==> run_1/layer_met1.png <==
Scale bar: 50 microns.
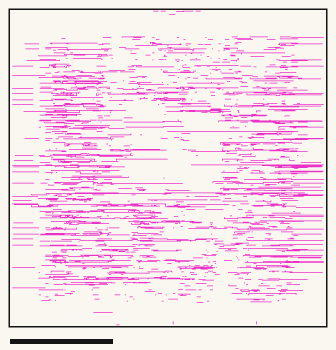
==> run_1/io_placement.png <==
Scale bar: 50 microns. Pins as bars across the die edge, other pins in grey.
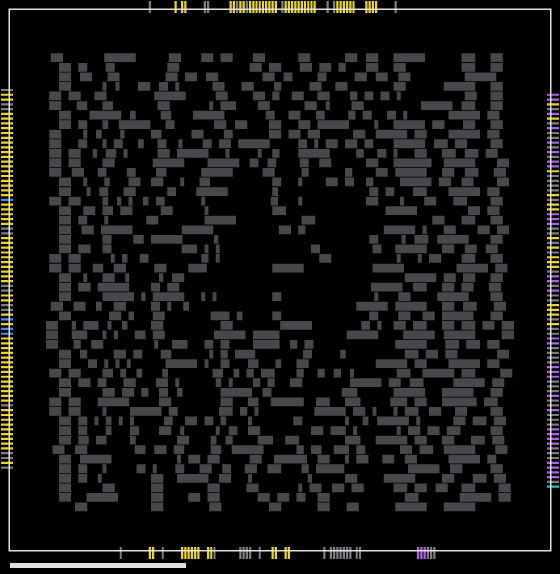
==> run_1/clocks.png <==
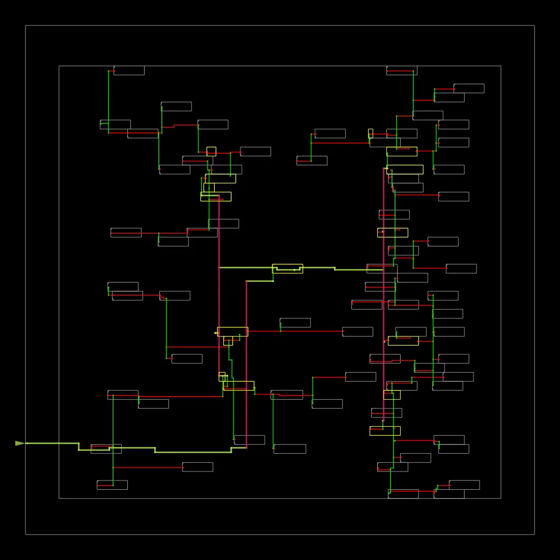
## src/rtl/add_one_arb_pkg.sv

```systemverilog
// Shared types and defaults for the add_one arbiter: FSM states, channel sizing, counter width.
// The optional per-requester grant counters are enabled by ADD_ONE_ARB_STATS_EN.
package add_one_arb_pkg;

   localparam int N_REQ_DEF = 4;
   localparam int DW_DEF    = 32;
   localparam int CNT_W     = 16;

   typedef enum logic [1:0] {
      ARB  = 2'd0,
      SEND = 2'd1,
      WAIT = 2'd2,
      RESP = 2'd3
   } state_e;

endpackage

```

## src/rtl/add_one_arbiter_if.sv

```systemverilog
// Requester, operand and result channels of the add_one arbiter.
// slave = arbiter view, master = environment view; grant_cnt exists only with ADD_ONE_ARB_STATS_EN.
interface add_one_arbiter_if
   import add_one_arb_pkg::*;
#(
   parameter int N_REQ = N_REQ_DEF,
   parameter int DW    = DW_DEF
) ();

   logic [N_REQ-1:0]    req_in_vld;
   logic [N_REQ*DW-1:0] req_in_data;
   logic [N_REQ-1:0]    req_in_busy;
   logic [N_REQ-1:0]    req_ret_vld;
   logic [DW-1:0]       req_ret_data;
   logic [N_REQ-1:0]    req_ret_busy;
   logic                add_one_x_out_vld;
   logic [DW-1:0]       add_one_x_out_data;
   logic                add_one_x_out_busy;
   logic                add_one_return_in_vld;
   logic [DW-1:0]       add_one_return_in_data;
   logic                add_one_return_in_busy;
`ifdef ADD_ONE_ARB_STATS_EN
   logic [N_REQ*CNT_W-1:0] grant_cnt;
`endif

   modport slave (
      input  req_in_vld, req_in_data, req_ret_busy,
             add_one_x_out_busy, add_one_return_in_vld, add_one_return_in_data,
      output req_in_busy, req_ret_vld, req_ret_data,
             add_one_x_out_vld, add_one_x_out_data, add_one_return_in_busy
`ifdef ADD_ONE_ARB_STATS_EN
      , output grant_cnt
`endif
   );

   modport master (
      output req_in_vld, req_in_data, req_ret_busy,
             add_one_x_out_busy, add_one_return_in_vld, add_one_return_in_data,
      input  req_in_busy, req_ret_vld, req_ret_data,
             add_one_x_out_vld, add_one_x_out_data, add_one_return_in_busy
`ifdef ADD_ONE_ARB_STATS_EN
      , input grant_cnt
`endif
   );

endinterface

```

## src/rtl/add_one_arbiter_rr_picker.sv

```systemverilog
// Combinational round-robin picker: first asserted vld_i searching upward from ptr_i+1, wrapping.
module rr_picker
   import add_one_arb_pkg::*;
#(
   parameter int N_REQ = N_REQ_DEF,
   parameter int PW    = (N_REQ > 1) ? $clog2(N_REQ) : 1
) (
   input  logic [N_REQ-1:0] vld_i,
   input  logic [PW-1:0]    ptr_i,
   output logic [PW-1:0]    gnt_o,
   output logic             any_vld_o
);

   logic [PW-1:0] cand;

   always_comb begin
      // NOTE: every variable written here gets a default first, so no path can infer a latch.
      gnt_o     = '0;
      any_vld_o = 1'b0;
      cand      = '0;
      for (int k = 1; k <= N_REQ; k++) begin
         cand = PW'((int'(ptr_i) + k) % N_REQ);
         if (!any_vld_o && vld_i[cand]) begin
            gnt_o     = cand;
            any_vld_o = 1'b1;
         end
      end
   end

endmodule

```

## src/rtl/add_one_arbiter.sv

```systemverilog
// Round-robin arbiter sharing one add_one unit among N_REQ requesters, one transaction at a time.
// Define ADD_ONE_ARB_STATS_EN to add saturating per-requester completion counters (grant_cnt).
module add_one_arbiter
   import add_one_arb_pkg::*;
#(
   parameter int N_REQ = N_REQ_DEF,
   parameter int DW    = DW_DEF
) (
   input logic         clk,
   input logic         rst,
   add_one_arbiter_if.slave bus
);

   localparam int PW = (N_REQ > 1) ? $clog2(N_REQ) : 1;

   state_e        state_q, state_d;
   logic [PW-1:0] ptr_q, ptr_d;
   logic [PW-1:0] gnt_q, gnt_d;
   logic [DW-1:0] op_q, op_d;
   logic [DW-1:0] res_q, res_d;

   logic [PW-1:0]    pick;
   logic             any_vld;
   logic [N_REQ-1:0] in_busy;
   logic [N_REQ-1:0] ret_vld;
   logic             x_vld;
   logic             rin_busy;
   logic             resp_done;

   rr_picker #(.N_REQ(N_REQ), .PW(PW)) u_picker (
      .vld_i     (bus.req_in_vld),
      .ptr_i     (ptr_q),
      .gnt_o     (pick),
      .any_vld_o (any_vld)
   );

   always_comb begin
      state_d   = state_q;
      ptr_d     = ptr_q;
      gnt_d     = gnt_q;
      op_d      = op_q;
      res_d     = res_q;
      in_busy   = '1;
      ret_vld   = '0;
      x_vld     = 1'b0;
      rin_busy  = 1'b1;
      resp_done = 1'b0;
      unique case (state_q)
         ARB: begin
            // Only the picked requester sees busy=0, so its vld alone completes the transfer.
            if (any_vld) begin
               in_busy[pick] = 1'b0;
               op_d          = bus.req_in_data[int'(pick)*DW +: DW];
               gnt_d         = pick;
               state_d       = SEND;
            end
         end
         SEND: begin
            x_vld = 1'b1;
            if (!bus.add_one_x_out_busy) state_d = WAIT;
         end
         WAIT: begin
            rin_busy = 1'b0;
            if (bus.add_one_return_in_vld) begin
               res_d   = bus.add_one_return_in_data;
               state_d = RESP;
            end
         end
         RESP: begin
            ret_vld[gnt_q] = 1'b1;
            if (!bus.req_ret_busy[gnt_q]) begin
               ptr_d     = gnt_q;
               resp_done = 1'b1;
               state_d   = ARB;
            end
         end
         default: state_d = ARB;
      endcase
   end

   always_ff @(posedge clk or negedge rst) begin
      // NOTE: sequential state uses non-blocking assignments so every register samples pre-edge values.
      if (!rst) begin
         state_q <= ARB;
         ptr_q   <= PW'(N_REQ - 1);
         gnt_q   <= '0;
         op_q    <= '0;
         res_q   <= '0;
      end else begin
         state_q <= state_d;
         ptr_q   <= ptr_d;
         gnt_q   <= gnt_d;
         op_q    <= op_d;
         res_q   <= res_d;
      end
   end

   assign bus.req_in_busy            = in_busy;
   assign bus.req_ret_vld            = ret_vld;
   assign bus.req_ret_data           = res_q;
   assign bus.add_one_x_out_vld      = x_vld;
   assign bus.add_one_x_out_data     = op_q;
   assign bus.add_one_return_in_busy = rin_busy;

`ifdef ADD_ONE_ARB_STATS_EN
   logic [CNT_W-1:0] cnt_q [N_REQ];

   always_ff @(posedge clk or negedge rst) begin
      // NOTE: the counter array is a handful of flops, not a RAM, so it is cleared by reset like any register.
      if (!rst) begin
         for (int i = 0; i < N_REQ; i++) cnt_q[i] <= '0;
      end else if (resp_done && (cnt_q[gnt_q] != '1)) begin
         cnt_q[gnt_q] <= cnt_q[gnt_q] + 1'b1;
      end
   end

   for (genvar i = 0; i < N_REQ; i++) begin : g_cnt
      assign bus.grant_cnt[i*CNT_W +: CNT_W] = cnt_q[i];
   end
`endif

endmodule

```

## src/flat_wrapper.sv

```systemverilog
// flat-port wrapper written by rule: the top's interface ports become plain ports
module add_one_arbiter_flat import add_one_arb_pkg::*;
#(
   parameter int N_REQ = N_REQ_DEF,
   parameter int DW    = DW_DEF
)
  (clk, rst, bus_req_in_vld, bus_req_in_data, bus_req_ret_busy, bus_add_one_x_out_busy, bus_add_one_return_in_vld, bus_add_one_return_in_data, bus_req_in_busy, bus_req_ret_vld, bus_req_ret_data, bus_add_one_x_out_vld, bus_add_one_x_out_data, bus_add_one_return_in_busy);
  add_one_arbiter_if #(.N_REQ(N_REQ), .DW(DW)) bus_i ();
  input logic clk;
  input logic rst;
  input wire logic [$bits(bus_i.req_in_vld)-1:0] bus_req_in_vld;
  input wire logic [$bits(bus_i.req_in_data)-1:0] bus_req_in_data;
  input wire logic [$bits(bus_i.req_ret_busy)-1:0] bus_req_ret_busy;
  input wire logic [$bits(bus_i.add_one_x_out_busy)-1:0] bus_add_one_x_out_busy;
  input wire logic [$bits(bus_i.add_one_return_in_vld)-1:0] bus_add_one_return_in_vld;
  input wire logic [$bits(bus_i.add_one_return_in_data)-1:0] bus_add_one_return_in_data;
  output wire logic [$bits(bus_i.req_in_busy)-1:0] bus_req_in_busy;
  output wire logic [$bits(bus_i.req_ret_vld)-1:0] bus_req_ret_vld;
  output wire logic [$bits(bus_i.req_ret_data)-1:0] bus_req_ret_data;
  output wire logic [$bits(bus_i.add_one_x_out_vld)-1:0] bus_add_one_x_out_vld;
  output wire logic [$bits(bus_i.add_one_x_out_data)-1:0] bus_add_one_x_out_data;
  output wire logic [$bits(bus_i.add_one_return_in_busy)-1:0] bus_add_one_return_in_busy;
  assign bus_i.req_in_vld = bus_req_in_vld;
  assign bus_i.req_in_data = bus_req_in_data;
  assign bus_i.req_ret_busy = bus_req_ret_busy;
  assign bus_i.add_one_x_out_busy = bus_add_one_x_out_busy;
  assign bus_i.add_one_return_in_vld = bus_add_one_return_in_vld;
  assign bus_i.add_one_return_in_data = bus_add_one_return_in_data;
  assign bus_req_in_busy = bus_i.req_in_busy;
  assign bus_req_ret_vld = bus_i.req_ret_vld;
  assign bus_req_ret_data = bus_i.req_ret_data;
  assign bus_add_one_x_out_vld = bus_i.add_one_x_out_vld;
  assign bus_add_one_x_out_data = bus_i.add_one_x_out_data;
  assign bus_add_one_return_in_busy = bus_i.add_one_return_in_busy;
  add_one_arbiter #(.N_REQ(N_REQ), .DW(DW)) u_core (.clk(clk), .rst(rst), .bus(bus_i));
endmodule
```

## config.mk

```make
export PLATFORM = sky130hd
export DESIGN_NAME = add_one_arbiter_flat
export DESIGN_NICKNAME = d
export VERILOG_FILES = /design/src/rtl/add_one_arb_pkg.sv /design/src/rtl/add_one_arbiter_if.sv /design/src/rtl/add_one_arbiter_rr_picker.sv /design/src/rtl/add_one_arbiter.sv /design/src/flat_wrapper.sv
export SDC_FILE = /design/constraint.sdc
export NUM_CORES = 1
export LEC_CHECK = 0
export CAP_MARGIN = 15
export CELL_PAD_IN_SITES_DETAIL_PLACEMENT = 2
export CELL_PAD_IN_SITES_GLOBAL_PLACEMENT = 2
export CORE_MARGIN = 10
export CORE_UTILIZATION = 23
export CTS_CLUSTER_DIAMETER = 30
export CTS_CLUSTER_SIZE = 28
export DETAILED_ROUTE_END_ITERATION = 10
export GPL_TIMING_DRIVEN = 0
export PLACE_DENSITY_LB_ADDON = 0.2
export SYNTH_ARGS = -nofsm -noshare
export SYNTH_HDL_FRONTEND = slang
export SYNTH_SLANG_ARGS = --single-unit
```

## constraint.sdc

```tcl
create_clock -name clk -period 7.55 [get_ports clk]
set_input_delay 2.265 -clock clk [delete_from_list [all_inputs] [get_ports clk]]
set_output_delay 2.265 -clock clk [all_outputs]
set_load 0.02 [all_outputs]
```

==> run summary, run 1 <==
Outcome: complete, no violations
Xor/xnor share: 0%
Clock Path Buffers: 2
Post-synth seq share: 42.69%
Grt total ovfl: 0
DIE AREA: 0.02361 sq mm
Clk. pwr: 436 uW
Routed WL per cell: 22.49 microns
Post-CTS Hold Buffers: 0
Layout cell share with drive strength beyond 1: 12.79%
Dominant cells by area after synthesis: dfrtp_1 (41%), mux2_2 (9.0%), mux2i_1 (8.3%)
First-pass iteration count of the detailed router: 6
Critical path's top delay family: buffers and inverters
Tapcell Cnt: 225
WS Path Type: in2out
Synth Area in Adders: 1.523%
Largest area contributor in the netlist: dfrtp_1
DRC Markers: 0
Bufs w/o clock: 277
Slew headroom: 60.14%
Int Pwr: 1.569 mW
Commonest Layout Cell: clkdlybuf4s50_1
Post-CTS Setup Repair Bufs: 0
Post-DP Area: 0.006868 sq mm
Log Warnings: 30
Tmin final: 7.256 ns
Met2 routed WL: 9.343 mm
Multi-input logic area: 0.002158 sq mm
Power Sequential: 691 uW
Top post-synthesis cells by count: dfrtp_1 (68), nand2_1 (42), mux2i_1 (34)
Dominant flop cell: dfrtp_1
Fin area: 0.007169 sq mm
Sw Pwr: 1.111 mW
Buf+Inv Stages, Crit Path: 4
Worst Hold End: u_core.bus.add_one_x_out_data[19]$_DFFE_PN0P_
Most common cell in the synthesized netlist: dfrtp_1
Vias in the first global route: 5093
Pwr per Cell Area: 373.9 mW/mm^2
DRT iter0 DRCs: 107
Setup WS pre-CTS: 0.2841 ns
Met3 Usage GRT: 6.722%
Met3 wire length: 1.756 mm
Cell count listed in synth_stat.txt: 387
Pin count of the biggest net entering global routing: 65
Async set-reset flop share out of synthesis: 100.0%
P_comb: 1.55 mW
Root buffer cell: clkbuf_16
Fmax achieved: 0.1378 GHz
Worst hold path class: reg2reg
Critical path launch point type: primary input
Leak: 2.880 nW
Distinct cell type count after synthesis: 46
Worst-Margin Slew: 0.5934 ns
Synth Instances: 387
Clk slew on worst S/H paths: 0.06 ns
Max-Cap Viols: 0
CP Depth: 8
CTS H-tree lvls: 3
Io pins: 246
Layout fillers: 1839
Register area: 0.001754 sq mm
Pwr Total: 2.681 mW
Worst EP arrival: 4.99 ns
Met2 Use GR: 27.44%
Combinational gates: 281
Reg2reg start: u_core.ptr_q[1]$_DFFE_PN1P_
Worst Hold Depth: 2
Top area contributor share: 41.41%
Crit path to: bus_req_in_busy[0]
Yosys stat area: 0.004109 sq mm
Busiest grt layer: met2
Crit-path cells: clkdlybuf4s50_1, nor4_2, nand2b_1, buf_2, buf_2, nor2_1, nand2_1, clkdlybuf4s50_1
Antenna-violating nets left: 0
Combinational share of power: 57.9%
Clock Skews: 0.01077 ns
Comb/total area: 30.10%
Signal buf overhead: 37.03%
Final tally of hold violations: 0
Post-layout period usage: 96.10%
CP Max Fanout: 10
Worst vdd rail ir drop: 166.2 uV
TritonCTS Buffers: 9
Registers, synthesis: 70
Core ar.: 0.01742 sq mm
Cells on worst reg2reg path: 7
Util after Layout: 41.16%
Post-route non-filler standard cell count: 874
RSZ-0062 raised after global routing: false
Max Slew Vio Count: 0
Max incr delay on CP: 0.64 ns
Top Layout Cells: clkdlybuf4s50_1 (244), dfrtp_1 (68), nand2_1 (42), mux2i_1 (34), mux2_2 (33)
Post-Synth AOI/OAI Area: 19.31%
Clkbuf count: 11
# nets final: 821
Post-Syn Area: 0.004109 sq mm
Resized Gates After CTS: 0
Post-synth EDFFs: 0
Layout clock area frac: 4.206%
CTS tree: yes
Fp_density: 23.59%
Largest cell class: non-clock buffers
Yosys warning total: 0
Max Used Layer: met4
Non-CTS inverters: 5
Critical Path RT: 5.29 ns
Setup tns final: 0 ns
Cells after DPL: 858
GP Congestion: 0.7981
First-pass GRT wire length: 30.57 mm
R2r endpoint: u_core.bus.add_one_x_out_data[28]$_DFFE_PN0P_
GRT Total Usage: 16.40%
Back to the opening pictures, layer_met1.png:
The longest straight run is 64.4 microns. The layer carries 8340 microns of wire. The wires run mostly horizontal. 723 nets have wire on it. The layer holds 42% of the routed length.
met1 GRT Util: 18.96%
DRT Wirelength: 19.66 mm
DR vias: 4192

Back to the opening pictures, io_placement.png:
`bus_req_in_busy`: drawn in blue, pins 4, direction output, edge left. `bus_add_one_return_in_busy`: drawn in cyan, pins 1, direction output, edge right. `bus_req_in_data`: drawn in yellow, pins 128, direction input, edge 63 left, 36 top, 15 right, 14 bottom. `bus_add_one_return_in_data`: drawn in purple, pins 32, direction input, edge 29 right, 3 bottom.
All pins by edge: 83 right, 80 left, 45 top, 38 bottom.
Port-buffer cells: 245
Die Y: 153.7 microns
Chip Width: 153.7 microns

Back to the opening pictures, clocks.png:
seq_cells: 70
CTS sink count: 70

==> inputs of run 2 (changes only) <==
Settings changed: CORE_ASPECT_RATIO set to 1.4.
==> run_2/detail.png <==
Scale bar: 20 microns. Window x 41 to 91, y 100 to 150 microns. Cells in grey, sequential cells in the stronger grey; small squares are vias.
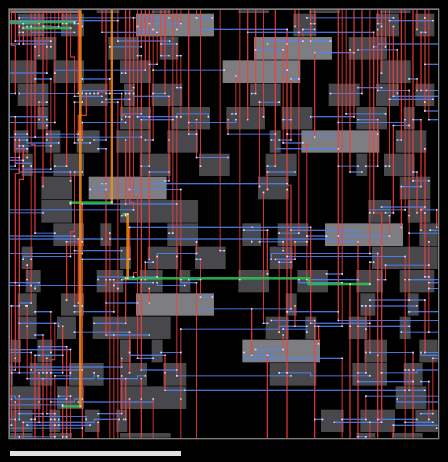
metal 4: drawn in orange. metal 2: drawn in red. metal 3: drawn in green. metal 1: drawn in blue.
Netlist names of flops here include `u_core.bus.add_one_x_out_data` (8). Most frequent: clkdlybuf4s50_1 (29), a211oi_1 (8), dfrtp_1 (8). 113 logic cells have their middle in the window. Sequential cells in the window: 8.

==> run 2 against run 1 <==
  * Setup slack improved by 0.081 ns
  * Critical path depth did not move
  * Critical endpoint unchanged
  * Design area rose by 0.17%
  * Fmax rose by 1.1%
  * Largest power group unchanged
  * Synthesized cell count did not move
  * Utilization fell by 0.061 points
  * Critical path type unchanged
  * Register-to-register slack improved by 0.02 ns
  * Flip-flop count did not move
==> run summary, run 2 <==
Xor/xnor share: 0%
Io pins: 246
DIE AREA: 0.02369 sq mm
Int Pwr: 1.539 mW
Log Warnings: 30
Slew headroom: 52.98%
DRT Wirelength: 19.57 mm
GRT Total Usage: 15.99%
Vias in the first global route: 4902
Fp_density: 23.52%
Clock Skews: 0.009443 ns
Antenna-violating nets left: 0
Seq_cells: 70
Post-route non-filler standard cell count: 885
P_comb: 1.55 mW
CP Depth: 8
Met3 Usage GRT: 3.575%
Tapcell Cnt: 236
Pwr per Cell Area: 371.8 mW/mm^2
Worst EP arrival: 4.91 ns
Met2 routed WL: 11.00 mm
Critical path's top delay family: buffers and inverters
Worst hold path class: reg2reg
Clk. pwr: 437 uW
Top Layout Cells: clkdlybuf4s50_1 (244), dfrtp_1 (68), nand2_1 (42), mux2i_1 (34), mux2_2 (33)
DRT iter0 DRCs: 94
Cells after DPL: 869
Crit path to: bus_req_in_busy[0]
Grt total ovfl: 0
Worst vdd rail ir drop: 111.0 uV
Setup WS pre-CTS: 0.3401 ns
Non-CTS inverters: 5
Post-DP Area: 0.006882 sq mm
Port-buffer cells: 245
Cells on worst reg2reg path: 7
Critical Path RT: 5.29 ns
Layout clock area frac: 4.181%
Busiest grt layer: met2
CP Max Fanout: 10
Largest cell class: non-clock buffers
Most common cell in the synthesized netlist: dfrtp_1
Combinational share of power: 57.9%
Sw Pwr: 1.132 mW
Power Sequential: 687 uW
TritonCTS Buffers: 9
Yosys stat area: 0.004109 sq mm
Critical path launch point type: primary input
Clk slew on worst S/H paths: 0.07 ns
Worst Hold Depth: 2
Reg2reg start: u_core.ptr_q[1]$_DFFE_PN1P_
Yosys warning total: 0
Pin count of the biggest net entering global routing: 41
Max Used Layer: met4
Leak: 2.884 nW
CTS tree: yes
Final tally of hold violations: 0
Crit-path cells: clkdlybuf4s50_1, nor4_2, nand2b_1, buf_2, buf_2, nor2_1, nand2_1, clkdlybuf4s50_1
Core ar.: 0.01747 sq mm
First-pass iteration count of the detailed router: 4
Met1 GRT Util: 17.09%
Worst-Margin Slew: 0.7011 ns
Routed WL per cell: 22.12 microns
Resized Gates After CTS: 0
Post-Syn Area: 0.004109 sq mm
DRC Markers: 0
Layout cell share with drive strength beyond 1: 12.94%
Synth Instances: 387
CTS sink count: 70
Largest area contributor in the netlist: dfrtp_1
Combinational gates: 281
Chip Width: 133.0 microns
Dominant cells by area after synthesis: dfrtp_1 (41%), mux2_2 (9.0%), mux2i_1 (8.3%)
First-pass GRT wire length: 29.55 mm
Max incr delay on CP: 0.62 ns
Outcome: complete, no violations
Top area contributor share: 41.41%
Met2 Use GR: 30.64%
Power and IR drop assume default switching activity.
